`src/rtl/ajuste_contadores_frec_ct_pkg.sv`:
```
`default_nettype none
// ============================================================================
// Module  : ajuste_contadores_frec_ct_pkg
// Purpose : Shared types and constants for the push-button front end of the
//           numeric display path: debounce state encoding, debounce counter
//           width helper and default counter limits.
// Ports   : (package, no ports)
// Revision: 1.0 - initial release
// ============================================================================
package ajuste_contadores_frec_ct_pkg;

  // Debounce FSM: released, counting towards pressed, pressed,
  // counting towards released.
  typedef enum logic [1:0] {
    SOLTADO    = 2'd0,
    CONTANDO_P = 2'd1,
    PRESIONADO = 2'd2,
    CONTANDO_S = 2'd3
  } deb_state_e;

  localparam int DEF_DEBOUNCE_CYCLES = 500000;
  localparam int DEF_FREC_MAX        = 7;
  localparam int DEF_CT_MAX          = 10;
  localparam int DEF_CT_RESET        = 5;

  // The debounce counter must be able to hold DEBOUNCE_CYCLES itself.
  function automatic int deb_cnt_width(input int cycles);
    return $clog2(cycles + 1);
  endfunction

endpackage : ajuste_contadores_frec_ct_pkg
`default_nettype wire

```
`src/rtl/antirrebote_pulsador.sv`:
```
`default_nettype none
// ============================================================================
// Module  : antirrebote_pulsador
// Purpose : Two-flop synchroniser plus debounce FSM for one raw push-button.
//           Emits a single-cycle registered pulse for every accepted press.
// Ports   : clock - system clock, rising edge
//           reset - asynchronous active-low reset
//           btn   - raw asynchronous button level
//           pulso - one-cycle press pulse (registered)
// Revision: 1.0 - initial release
// ============================================================================
module antirrebote_pulsador
  import ajuste_contadores_frec_ct_pkg::*;
#(
  parameter int DEBOUNCE_CYCLES = DEF_DEBOUNCE_CYCLES
) (
  input  logic clock,
  input  logic reset,
  input  logic btn,
  output logic pulso
);

  localparam int W = deb_cnt_width(DEBOUNCE_CYCLES);
  // The count is already 1 on entry to a counting state, so the window is
  // complete when the count seen in-state reaches DEBOUNCE_CYCLES - 1.
  localparam logic [W-1:0] c_last = W'(DEBOUNCE_CYCLES - 1);
  localparam logic [W-1:0] c_one  = W'(1);

  logic            sync1_q;
  logic            sync2_q;
  deb_state_e      state_q;
  deb_state_e      state_d;
  logic [W-1:0]    cnt_q;
  logic [W-1:0]    cnt_d;
  logic            pulso_q;
  logic            pulso_d;

  always_ff @(posedge clock or negedge reset) begin
    if (!reset) begin
      sync1_q <= 1'b0;
      sync2_q <= 1'b0;
      state_q <= SOLTADO;
      cnt_q   <= '0;
      pulso_q <= 1'b0;
    end else begin
      sync1_q <= btn;
      sync2_q <= sync1_q;
      state_q <= state_d;
      cnt_q   <= cnt_d;
      pulso_q <= pulso_d;
    end
  end

  always_comb begin
    state_d = state_q;
    cnt_d   = cnt_q;
    pulso_d = 1'b0;
    case (state_q)
      SOLTADO: begin
        if (sync2_q) begin
          state_d = CONTANDO_P;
          cnt_d   = c_one;
        end
      end
      CONTANDO_P: begin
        if (!sync2_q) begin
          state_d = SOLTADO;
        end else if (cnt_q >= c_last) begin
          state_d = PRESIONADO;
          pulso_d = 1'b1;
        end else begin
          cnt_d = cnt_q + c_one;
        end
      end
      PRESIONADO: begin
        if (!sync2_q) begin
          state_d = CONTANDO_S;
          cnt_d   = c_one;
        end
      end
      CONTANDO_S: begin
        if (sync2_q) begin
          state_d = PRESIONADO;
        end else if (cnt_q >= c_last) begin
          state_d = SOLTADO;
        end else begin
          cnt_d = cnt_q + c_one;
        end
      end
      default: begin
        state_d = SOLTADO;
      end
    endcase
  end

  assign pulso = pulso_q;

endmodule : antirrebote_pulsador
`default_nettype wire

```
`src/rtl/ajuste_contadores_frec_ct.sv`:
```
`default_nettype none
// ============================================================================
// Module  : ajuste_contadores_frec_ct
// Purpose : User-input front end of the numeric display path. Debounces the
//           up/down/function buttons and holds the saturating frequency
//           index and duty-cycle (CT) counters plus the edit selector.
// Ports   : clock        - system clock, rising edge
//           reset        - asynchronous active-low reset
//           btn_up       - raw button, increment selected counter
//           btn_down     - raw button, decrement selected counter
//           btn_funct    - raw button, toggle edited quantity
//           cuenta_frec  - frequency index 0..FREC_MAX
//           cuenta_CT    - duty-cycle count 0..CT_MAX
//           funct_select - 0 = frequency, 1 = CT
//           cambio       - one-cycle pulse on any output value change
// Revision: 1.0 - initial release
// ============================================================================
module ajuste_contadores_frec_ct
  import ajuste_contadores_frec_ct_pkg::*;
#(
  parameter int DEBOUNCE_CYCLES = DEF_DEBOUNCE_CYCLES,
  parameter int FREC_MAX        = DEF_FREC_MAX,
  parameter int CT_MAX          = DEF_CT_MAX,
  parameter int CT_RESET        = DEF_CT_RESET
) (
  input  logic       clock,
  input  logic       reset,
  input  logic       btn_up,
  input  logic       btn_down,
  input  logic       btn_funct,
  output logic [2:0] cuenta_frec,
  output logic [3:0] cuenta_CT,
  output logic       funct_select,
  output logic       cambio
);

  if (FREC_MAX < 0 || FREC_MAX > 7) begin : g_bad_frec_max
    $error("FREC_MAX out of range 0..7");
  end
  if (CT_MAX < 0 || CT_MAX > 15) begin : g_bad_ct_max
    $error("CT_MAX out of range 0..15");
  end
  if (CT_RESET < 0 || CT_RESET > CT_MAX) begin : g_bad_ct_reset
    $error("CT_RESET out of range 0..CT_MAX");
  end
  if (DEBOUNCE_CYCLES < 1) begin : g_bad_debounce
    $error("DEBOUNCE_CYCLES must be at least 1");
  end

  localparam logic [2:0] c_frec_max = 3'(FREC_MAX);
  localparam logic [3:0] c_ct_max   = 4'(CT_MAX);
  localparam logic [3:0] c_ct_reset = 4'(CT_RESET);

  logic       pulse_up;
  logic       pulse_down;
  logic       pulse_funct;

  logic [2:0] frec_q;
  logic [2:0] frec_d;
  logic [3:0] ct_q;
  logic [3:0] ct_d;
  logic       sel_q;
  logic       sel_d;
  logic       cambio_q;
  logic       cambio_d;

  antirrebote_pulsador #(.DEBOUNCE_CYCLES(DEBOUNCE_CYCLES)) u_deb_up (
    .clock (clock),
    .reset (reset),
    .btn   (btn_up),
    .pulso (pulse_up)
  );

  antirrebote_pulsador #(.DEBOUNCE_CYCLES(DEBOUNCE_CYCLES)) u_deb_down (
    .clock (clock),
    .reset (reset),
    .btn   (btn_down),
    .pulso (pulse_down)
  );

  antirrebote_pulsador #(.DEBOUNCE_CYCLES(DEBOUNCE_CYCLES)) u_deb_funct (
    .clock (clock),
    .reset (reset),
    .btn   (btn_funct),
    .pulso (pulse_funct)
  );

  always_ff @(posedge clock or negedge reset) begin
    if (!reset) begin
      frec_q   <= 3'd0;
      ct_q     <= c_ct_reset;
      sel_q    <= 1'b0;
      cambio_q <= 1'b0;
    end else begin
      frec_q   <= frec_d;
      ct_q     <= ct_d;
      sel_q    <= sel_d;
      cambio_q <= cambio_d;
    end
  end

  // Up/down act on the selector value held before this edge, so a
  // simultaneous function press only redirects subsequent presses.
  always_comb begin
    frec_d = frec_q;
    ct_d   = ct_q;
    sel_d  = sel_q;
    if (pulse_funct) begin
      sel_d = ~sel_q;
    end
    if (pulse_up && !pulse_down) begin
      if (!sel_q) begin
        if (frec_q < c_frec_max) frec_d = frec_q + 3'd1;
      end else begin
        if (ct_q < c_ct_max) ct_d = ct_q + 4'd1;
      end
    end else if (pulse_down && !pulse_up) begin
      if (!sel_q) begin
        if (frec_q != 3'd0) frec_d = frec_q - 3'd1;
      end else begin
        if (ct_q != 4'd0) ct_d = ct_q - 4'd1;
      end
    end
    // Derived from actual value changes, so saturated presses stay silent.
    cambio_d = (frec_d != frec_q) || (ct_d != ct_q) || (sel_d != sel_q);
  end

  assign cuenta_frec  = frec_q;
  assign cuenta_CT    = ct_q;
  assign funct_select = sel_q;
  assign cambio       = cambio_q;

endmodule : ajuste_contadores_frec_ct
`default_nettype wire
```
`config.mk`:
```
export PLATFORM = sky130hd
export DESIGN_NAME = ajuste_contadores_frec_ct
export DESIGN_NICKNAME = d
export VERILOG_FILES = /design/src/rtl/ajuste_contadores_frec_ct_pkg.sv /design/src/rtl/antirrebote_pulsador.sv /design/src/rtl/ajuste_contadores_frec_ct.sv
export SDC_FILE = /design/constraint.sdc
export NUM_CORES = 1
export LEC_CHECK = 0
export CELL_PAD_IN_SITES_DETAIL_PLACEMENT = 0
export CELL_PAD_IN_SITES_GLOBAL_PLACEMENT = 1
export CORE_ASPECT_RATIO = 1.4
export CORE_MARGIN = 8
export CORE_UTILIZATION = 45
export DETAILED_ROUTE_END_ITERATION = 6
export HOLD_SLACK_MARGIN = 0.03
export PLACE_DENSITY_LB_ADDON = 0.1
export SETUP_SLACK_MARGIN = 0.5
export SLEW_MARGIN = 0
export SYNTH_ARGS = -nofsm -noshare
export SYNTH_HDL_FRONTEND = slang
export SYNTH_HIERARCHICAL = 1
export SYNTH_SLANG_ARGS = --single-unit
```
`constraint.sdc`:
```
create_clock -name clock -period 2.8 [get_ports clock]
set_clock_uncertainty 0.05 [all_clocks]
set_input_delay 0.7 -clock clock [delete_from_list [all_inputs] [get_ports clock]]
set_output_delay 0.7 -clock clock [all_outputs]
set_load 0.01 [all_outputs]
```
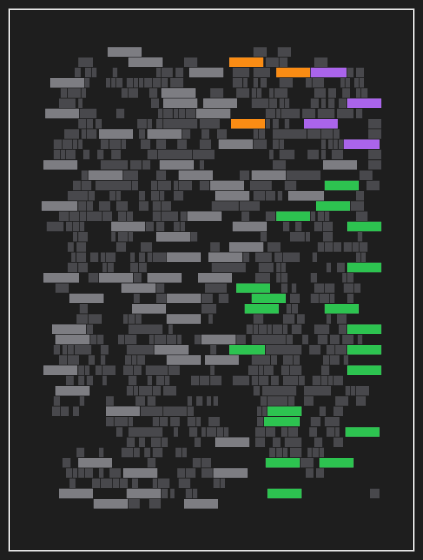
(run_1/registers.png)
- purple: cuenta_CT (sequential cells 4; where north-east)
- green: u_deb_funct/cnt_q (sequential cells 19)
- orange: cuenta_frec (sequential cells 3)

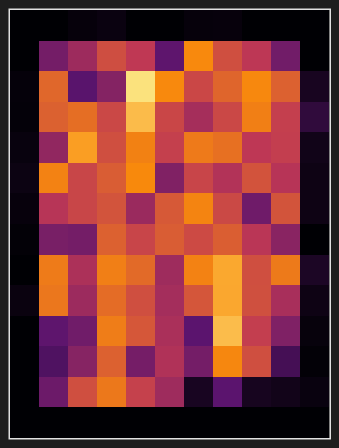
(run_1/density.png)
The die is cut into 11 by 14 equal tiles; black is low, pale yellow is high, 0 to 100% covered.
- densest ninth of the die: centre
- nearly empty tiles: 22%
- mean over tiles: 37%
- tiles over 75% full: 3.9%

==> flow_summary.yaml, run 1 <==
# yosys + openroad results
status:
  status: "finished clean"
place:
  post-place-cells: 707
  hpwl_um: 7730
  port_buffers: 13
  pre_cts_slack_ps: 348
critical_path:
  cp_num_buf_inv: 0
  path_depth: 6
  reg2reg_slack_ps: 460
  critical_path.cell_chain: "or4_4 > or2_4 > o221ai_4 > and2_4 > nand2_2 > mux2_4"
  crit_fanout: 7
  crit_required_ps: 2970
  crit_type: "reg -> reg"
  rr_worst_depth: 6
  critical-path-slowest-cell: "or4_4"
  cpPeakStageDelay_ps: 550
  critPathLaunchType: "flip-flop"
  rr_startpoint: "u_deb_funct/cnt_q[9]"
  end_kind: "flip-flop"
detailed_routing:
  wl_met1_um: 5740
  first_pass_iters: 4
  first_iter_violations: 274
  vias: 4549
  route.top_layer_used: "met4"
  wl_met2_um: 6270
  routed_wirelength_um: 12400
  viasPerCell: 6.11
  routedWlPerCell_um: 16.7
  ant_nets: 0
yosys:
  ys_seq_share_pct: 39.1
  ys_top_cells_by_count: "79 x dfrtp_1, 74 x nand2_1, 50 x nand3_1"
  ys_warn_count: 6
  yosys-top-cells-area: "dfrtp_1 38%, nand2_1 5.4%, nand3_1 4.8%, a21oi_1 3.1%, o211ai_1 3.0%"
  adder_share_pct: 1.93
  yosys.area_share.xor_xnor_pct: 1.35
  syn_nets: 588
  ys_sh_aoi_pct: 19.2
  simple_gate_share_pct: 29.9
  synth.top_cell.area_share_pct: 38.1
  synth_cells: 575
  ys.flops: 81
  top_area_cell: "dfrtp_1"
  yosys.cell_count.top_type: "dfrtp_1"
  netlist_logic_family_top: "simple AND/OR/NAND/NOR gates"
  ys_chip_area_um2: 5190
  synth_area_um2: 5190
  ys_sh_mux_pct: 1.66
clocking:
  cts_buffer_depth: 2
  cts_max_level: 3
  numCtsBuffers: 9
  cts_sinks: 81
  postCtsSetupRepairBufs: 9
  cts_resized: 1
  clock-root-buffer: "clkbuf_16"
  clkLatencyLatePin_ps: 330
  hold_buffers: 0
floorplanning:
  pin_count: 14
  core-area_um2: 11300
  initial_utilization_pct: 46.0
  chip_area_um2: 15300
  rows: 46
  tapCellCount: 144
final_timing:
  hold_viol: 0
  fin_setup_tns_ps: 0
  whs_ps: 299
  period_minus_slack_ps: 2340
  drv_slew: 0
  fmax_mhz: 427
  grt_setup_unrepaired: "yes"
layout:
  top_area_cell_class: "logic gates"
  nNonClkBuffers: 42
  flops: 81
  fill_cells: 1095
  nClkBuffers: 13
  area_growth_pct: 13.2
  layout_top_cells: "74 x dfrtp_1, 70 x nand2_1, 50 x nand3_1, 32 x a21oi_1, 32 x nor2_1"
  combAreaFraction_pct: 50.2
  buffer_area_share_pct: 6.44
  inv_count: 15
  final_cells: 744
  nMultiInputCombCells: 446
  final_area_um2: 5870
power:
  pwr-share-clk_pct: 42.5
  pg_comb_mw: 0.207
  powerDensity_nw_per_um2: 445
  maxPowerGroup: "registers"
  p_seq_mw: 1.29
  power_switching_mw: 0.657
  finalPower_mw: 2.61
  sw_frac_of_total_pct: 25.2
  pwr-share-seq_pct: 49.6
job:
  warning_count: 31
  maxCapViolations: 0
grt:
  grt_start_max_net_pins: 46
  use_met1_pct: 20.1
  antenna_found_initial: 0
  grt_use_met2_pct: 28.2
  track_usage_pct: 16.3
  grt_pass1_wl_um: 20400
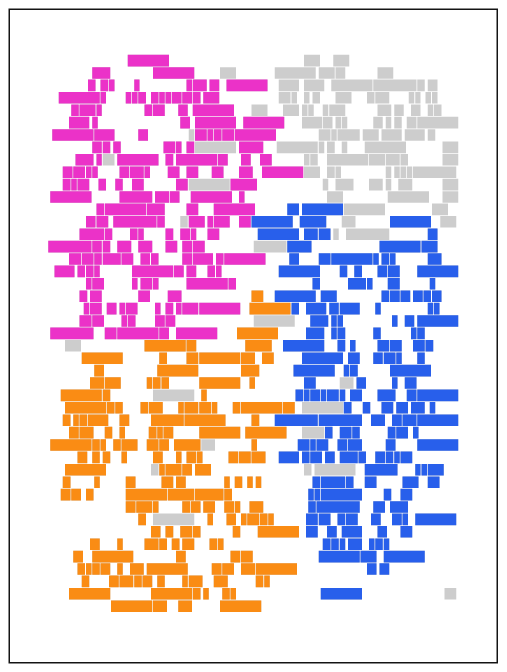
(run_1/hierarchy.png)
- orange: u_deb_up (cells 162)
- blue: u_deb_funct (cells 168)
- magenta: u_deb_down (cells 165)
- not coloured: 105

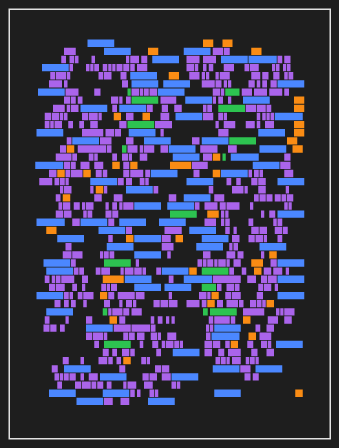
(run_1/cell_classes.png)
- purple: all other logic (cells 461; share of their area 53%)
- blue: flip-flops (cells 81; share of their area 36%)
- green: clock drivers and dummy loads (cells 16; share of their area 4.8%)
- orange: other buffers and delay cells (cells 42; share of their area 6.6%)

==> inputs of run 2 (changes only) <==
==> constraint.sdc (replaced) <==
create_clock -name clock -period 2.4 [get_ports clock]
set_clock_uncertainty 0.05 [all_clocks]
set_input_delay 0.6 -clock clock [delete_from_list [all_inputs] [get_ports clock]]
set_output_delay 0.6 -clock clock [all_outputs]
set_load 0.01 [all_outputs]
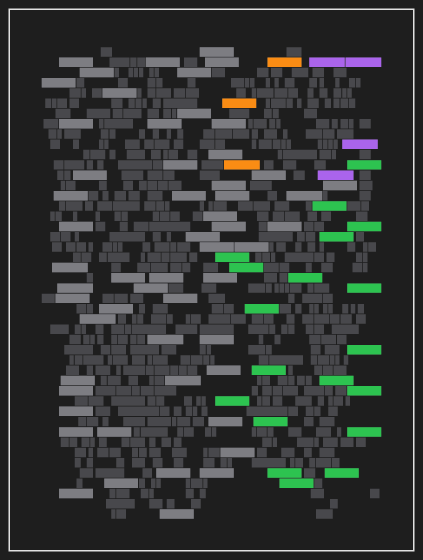
(run_2/registers.png)
- purple: cuenta_CT (sequential cells 4; where north-east)
- green: u_deb_funct/cnt_q (sequential cells 19)
- orange: cuenta_frec (sequential cells 3)
- not coloured: 55

==> flow_summary.yaml, run 2 <==
# yosys + openroad results
detailed_routing:
  ant_nets: 0
  viasPerCell: 5.96
  vias: 4624
  dr_wl_met3_um: 376
  route.top_layer_used: "met4"
  wl_met2_um: 6630
  first_iter_violations: 171
  wl_met1_um: 5670
  routedWlPerCell_um: 16.7
  first_pass_iters: 4
  routed_wirelength_um: 13000
critical_path:
  cp-startpoint: "u_deb_down/cnt_q[7]"
  crit_required_ps: 2580
  rr_worst_depth: 6
  path_depth: 6
  cpPeakStageDelay_ps: 510
  rr_startpoint: "u_deb_down/cnt_q[7]"
  crit_type: "reg -> reg"
  reg2reg_slack_ps: 140
  critical_path.cell_chain: "or4_4 > or2_4 > o221ai_4 > and2_4 > nand2_4 > mux2_4"
  crit_fanout: 5
  path_delay_family: "simple AND/OR/NAND/NOR gates"
  cp_num_buf_inv: 0
  critPathLaunchType: "flip-flop"
  end_kind: "flip-flop"
  critical-path-slowest-cell: "or4_4"
power:
  p_seq_mw: 1.51
  powerDensity_nw_per_um2: 512
  pwr-share-comb_pct: 8.6
  pwr-share-clk_pct: 46.8
  power_switching_mw: 0.809
  finalPower_mw: 3.38
  pg_comb_mw: 0.289
  sw_frac_of_total_pct: 23.9
  pwr-share-seq_pct: 44.6
  maxPowerGroup: "the clock network"
yosys:
  ys_chip_area_um2: 5190
  yosys-top-cells-area: "dfrtp_1 38%, nand2_1 5.4%, nand3_1 4.8%, a21oi_1 3.1%, o211ai_1 3.0%"
  synth_area_um2: 5190
  yosys.cell_count.top_type: "dfrtp_1"
  yosys.area_share.xor_xnor_pct: 1.35
  synth.top_cell.area_share_pct: 38.1
  syn_nets: 588
  synthDistinctLibCells: 70
  ys_warn_count: 6
  adder_share_pct: 1.93
  synth_cells: 575
  ys_sh_mux_pct: 1.66
  ys_sh_aoi_pct: 19.2
  ys.flops: 81
  ys_seq_share_pct: 39.1
  netlist_logic_family_top: "simple AND/OR/NAND/NOR gates"
  simple_gate_share_pct: 29.9
  ys_cells: 575
  ys_top_cells_by_count: "79 x dfrtp_1, 74 x nand2_1, 50 x nand3_1"
  top_area_cell: "dfrtp_1"
place:
  post-place-cells: 724
  pre_cts_slack_ps: 141
  port_buffers: 13
  hpwl_um: 8140
  gp_congestion: 0.830
final_timing:
  period_minus_slack_ps: 2260
  whs_ps: 152
  hold_viol: 0
  grt_setup_unrepaired: "yes"
  fmax_mhz: 442
  fin_setup_tns_ps: 0
  drv_slew: 0
  finalCritPeriodShare_pct: 94.3
  tightest_slew_ps: 1010
layout:
  fill_cells: 999
  buffer_area_share_pct: 10.9
  largestRegisters: "u_deb_down/cnt_q x19, u_deb_funct/cnt_q x19, u_deb_up/cnt_q x19"
  final-clk-cell-share_pct: 5.10
  nNonClkBuffers: 76
  top_area_cell_class: "logic gates"
  flops: 81
  inv_count: 15
  final_cells: 776
  nMultiInputCombCells: 444
  diodes: 0
  nClkBuffers: 11
  final_area_um2: 6600
  layout_top_cells: "70 x dfrtp_1, 67 x nand2_1, 42 x nand3_1, 35 x buf_4, 27 x buf_6"
  area_growth_pct: 27.2
  combAreaFraction_pct: 49.4
floorplanning:
  rows: 46
  core-area_um2: 11300
  die_h_um: 143
  tapCellCount: 144
  pin_count: 14
  die_w_um: 107
  initial_utilization_pct: 46.0
  chip_area_um2: 15300
job:
  maxCapViolations: 0
  warning_count: 32
clocking:
  postCtsSetupRepairBufs: 27
  cts_max_level: 3
  cts_sinks: 81
  cts_buffer_depth: 2
  cts_resized: 53
  numCtsBuffers: 9
  clkLatencyLatePin_ps: 340
  hold_buffers: 0
  clock-root-buffer: "clkbuf_16"
grt:
  track_usage_pct: 17.0
  antenna_found_initial: 0
  grt_pass1_wl_um: 21200
  grt_use_met2_pct: 28.5
  grt_start_max_net_pins: 38
  use_met1_pct: 20.7
  overflow: 0
  grt_pass1_vias: 4403
status:
  status: "finished clean"
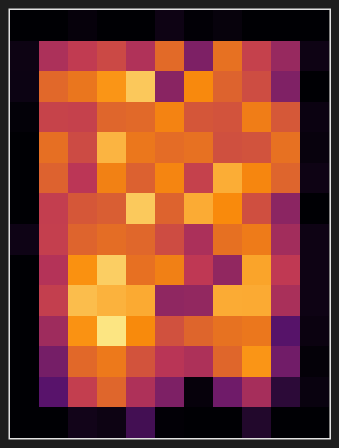
(run_2/density.png)
The die is cut into 11 by 14 equal tiles; black is low, pale yellow is high, 0 to 100% covered.
- densest ninth of the die: centre
- fullest tile: 94%
- nearly empty tiles: 20%
- mean over tiles: 42%
- tiles over 75% full: 11%

==> run_2/cell_classes.png <==
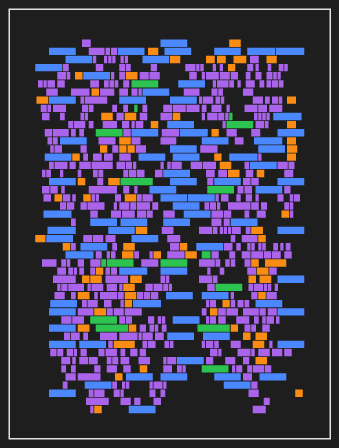

==> inputs of run 3 (changes only) <==
--- a/config.mk
+++ b/config.mk
@@ -5,14 +5,16 @@
 export SDC_FILE = /design/constraint.sdc
 export NUM_CORES = 1
 export LEC_CHECK = 0
+export CAP_MARGIN = 30
 export CELL_PAD_IN_SITES_DETAIL_PLACEMENT = 0
 export CELL_PAD_IN_SITES_GLOBAL_PLACEMENT = 1
 export CORE_ASPECT_RATIO = 1.4
-export CORE_MARGIN = 8
+export CORE_MARGIN = 5
 export CORE_UTILIZATION = 45
 export DETAILED_ROUTE_END_ITERATION = 6
 export HOLD_SLACK_MARGIN = 0.03
 export PLACE_DENSITY_LB_ADDON = 0.1
+export REMOVE_ABC_BUFFERS = 1
 export SETUP_SLACK_MARGIN = 0.5
 export SLEW_MARGIN = 0
 export SYNTH_ARGS = -nofsm -noshare
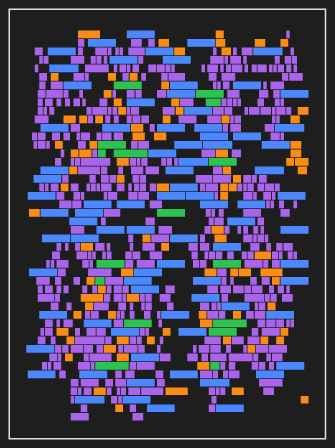
(run_3/cell_classes.png)
- purple: all other logic (cells 461; share of their area 51%)
- green: clock drivers and dummy loads (cells 16; share of their area 5.4%)
- blue: flip-flops (cells 81; share of their area 31%)
- orange: other buffers and delay cells (cells 90; share of their area 13%)

==> flow_summary.yaml, run 3 <==
# yosys + openroad results
status:
  status: "finished clean"
detailed_routing:
  wl_met2_um: 7240
  route.top_layer_used: "met4"
  routed_wirelength_um: 13500
  wl_met1_um: 5770
  ant_nets: 0
  vias: 4804
  viasPerCell: 6.07
  routedWlPerCell_um: 17.1
  first_pass_iters: 5
critical_path:
  critical-path-slowest-cell: "or4_4"
  rr_worst_depth: 6
  cp-startpoint: "u_deb_funct/cnt_q[10]"
  end_kind: "flip-flop"
  reg2reg_slack_ps: 130
  rr_startpoint: "u_deb_funct/cnt_q[10]"
  cpPeakStageDelay_ps: 560
  crit_fanout: 7
  critical_path.cell_chain: "or4_4 > or2_4 > o221ai_4 > and2_4 > nand2_4 > mux2_2"
  crit_type: "reg -> reg"
  critPathLaunchType: "flip-flop"
  path_depth: 6
  crit_required_ps: 2580
floorplanning:
  die_h_um: 137
  pin_count: 14
  rows: 46
  chip_area_um2: 13800
  initial_utilization_pct: 45.7
  tapCellCount: 144
  core-area_um2: 11300
clocking:
  numCtsBuffers: 9
  hold_buffers: 0
  cts_sinks: 81
  clkLatencyLatePin_ps: 340
  cts_max_level: 3
  postCtsSetupRepairBufs: 33
  cts_buffer_depth: 2
  cts_resized: 63
grt:
  grt_pass1_wl_um: 22100
  grt_use_met2_pct: 34.2
  grt_start_max_net_pins: 42
  antenna_found_initial: 0
  track_usage_pct: 19.7
final_timing:
  fmax_mhz: 440
  drv_slew: 0
  finalCritPeriodShare_pct: 94.6
  grt_setup_unrepaired: "yes"
  period_minus_slack_ps: 2270
  fin_setup_tns_ps: 0
  hold_viol: 0
  whs_ps: 198
  tightest_slew_ps: 1090
yosys:
  ys_top_cells_by_count: "79 x dfrtp_1, 74 x nand2_1, 50 x nand3_1"
  synthDistinctLibCells: 70
  simple_gate_share_pct: 29.9
  ys.flops: 81
  ys_sh_mux_pct: 1.66
  yosys.cell_count.top_type: "dfrtp_1"
  adder_share_pct: 1.93
  synth_area_um2: 5190
  ys_warn_count: 6
  synth_cells: 575
  ys_chip_area_um2: 5190
  ys_cells: 575
  yosys-top-cells-area: "dfrtp_1 38%, nand2_1 5.4%, nand3_1 4.8%, a21oi_1 3.1%, o211ai_1 3.0%"
  synth.top_cell.area_share_pct: 38.1
  ys_sh_aoi_pct: 19.2
power:
  pwr-share-comb_pct: 8.6
  sw_frac_of_total_pct: 24.6
  power_switching_mw: 0.850
  finalPower_mw: 3.45
  pg_comb_mw: 0.298
  maxPowerGroup: "the clock network"
job:
  maxCapViolations: 0
  warning_count: 30
layout:
  buffer_area_share_pct: 12.6
  combAreaFraction_pct: 48.3
  flops: 81
  fill_cells: 965
  final_cells: 792
  inv_count: 15
  final-clk-cell-share_pct: 5.26
  layout_top_cells: "73 x dfrtp_1, 66 x nand2_1, 50 x buf_4, 45 x nand3_1, 27 x a21oi_1"
  diodes: 0
  largestRegisters: "u_deb_down/cnt_q x19, u_deb_funct/cnt_q x19, u_deb_up/cnt_q x19"
  nClkBuffers: 10
  nMultiInputCombCells: 446
place:
  hpwl_um: 8060
  gp_congestion: 0.798
  post-place-cells: 721
  pre_cts_slack_ps: 139
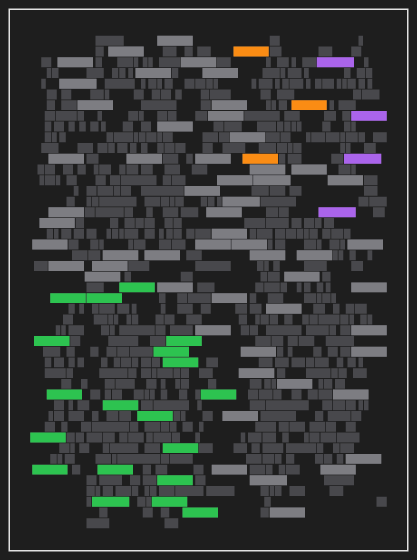
(run_3/registers.png)
- green: u_deb_funct/cnt_q (sequential cells 19)
- orange: cuenta_frec (sequential cells 3)
- purple: cuenta_CT (sequential cells 4; where north-east)

No activity file was given, so power comes from the tool's default toggle rates.
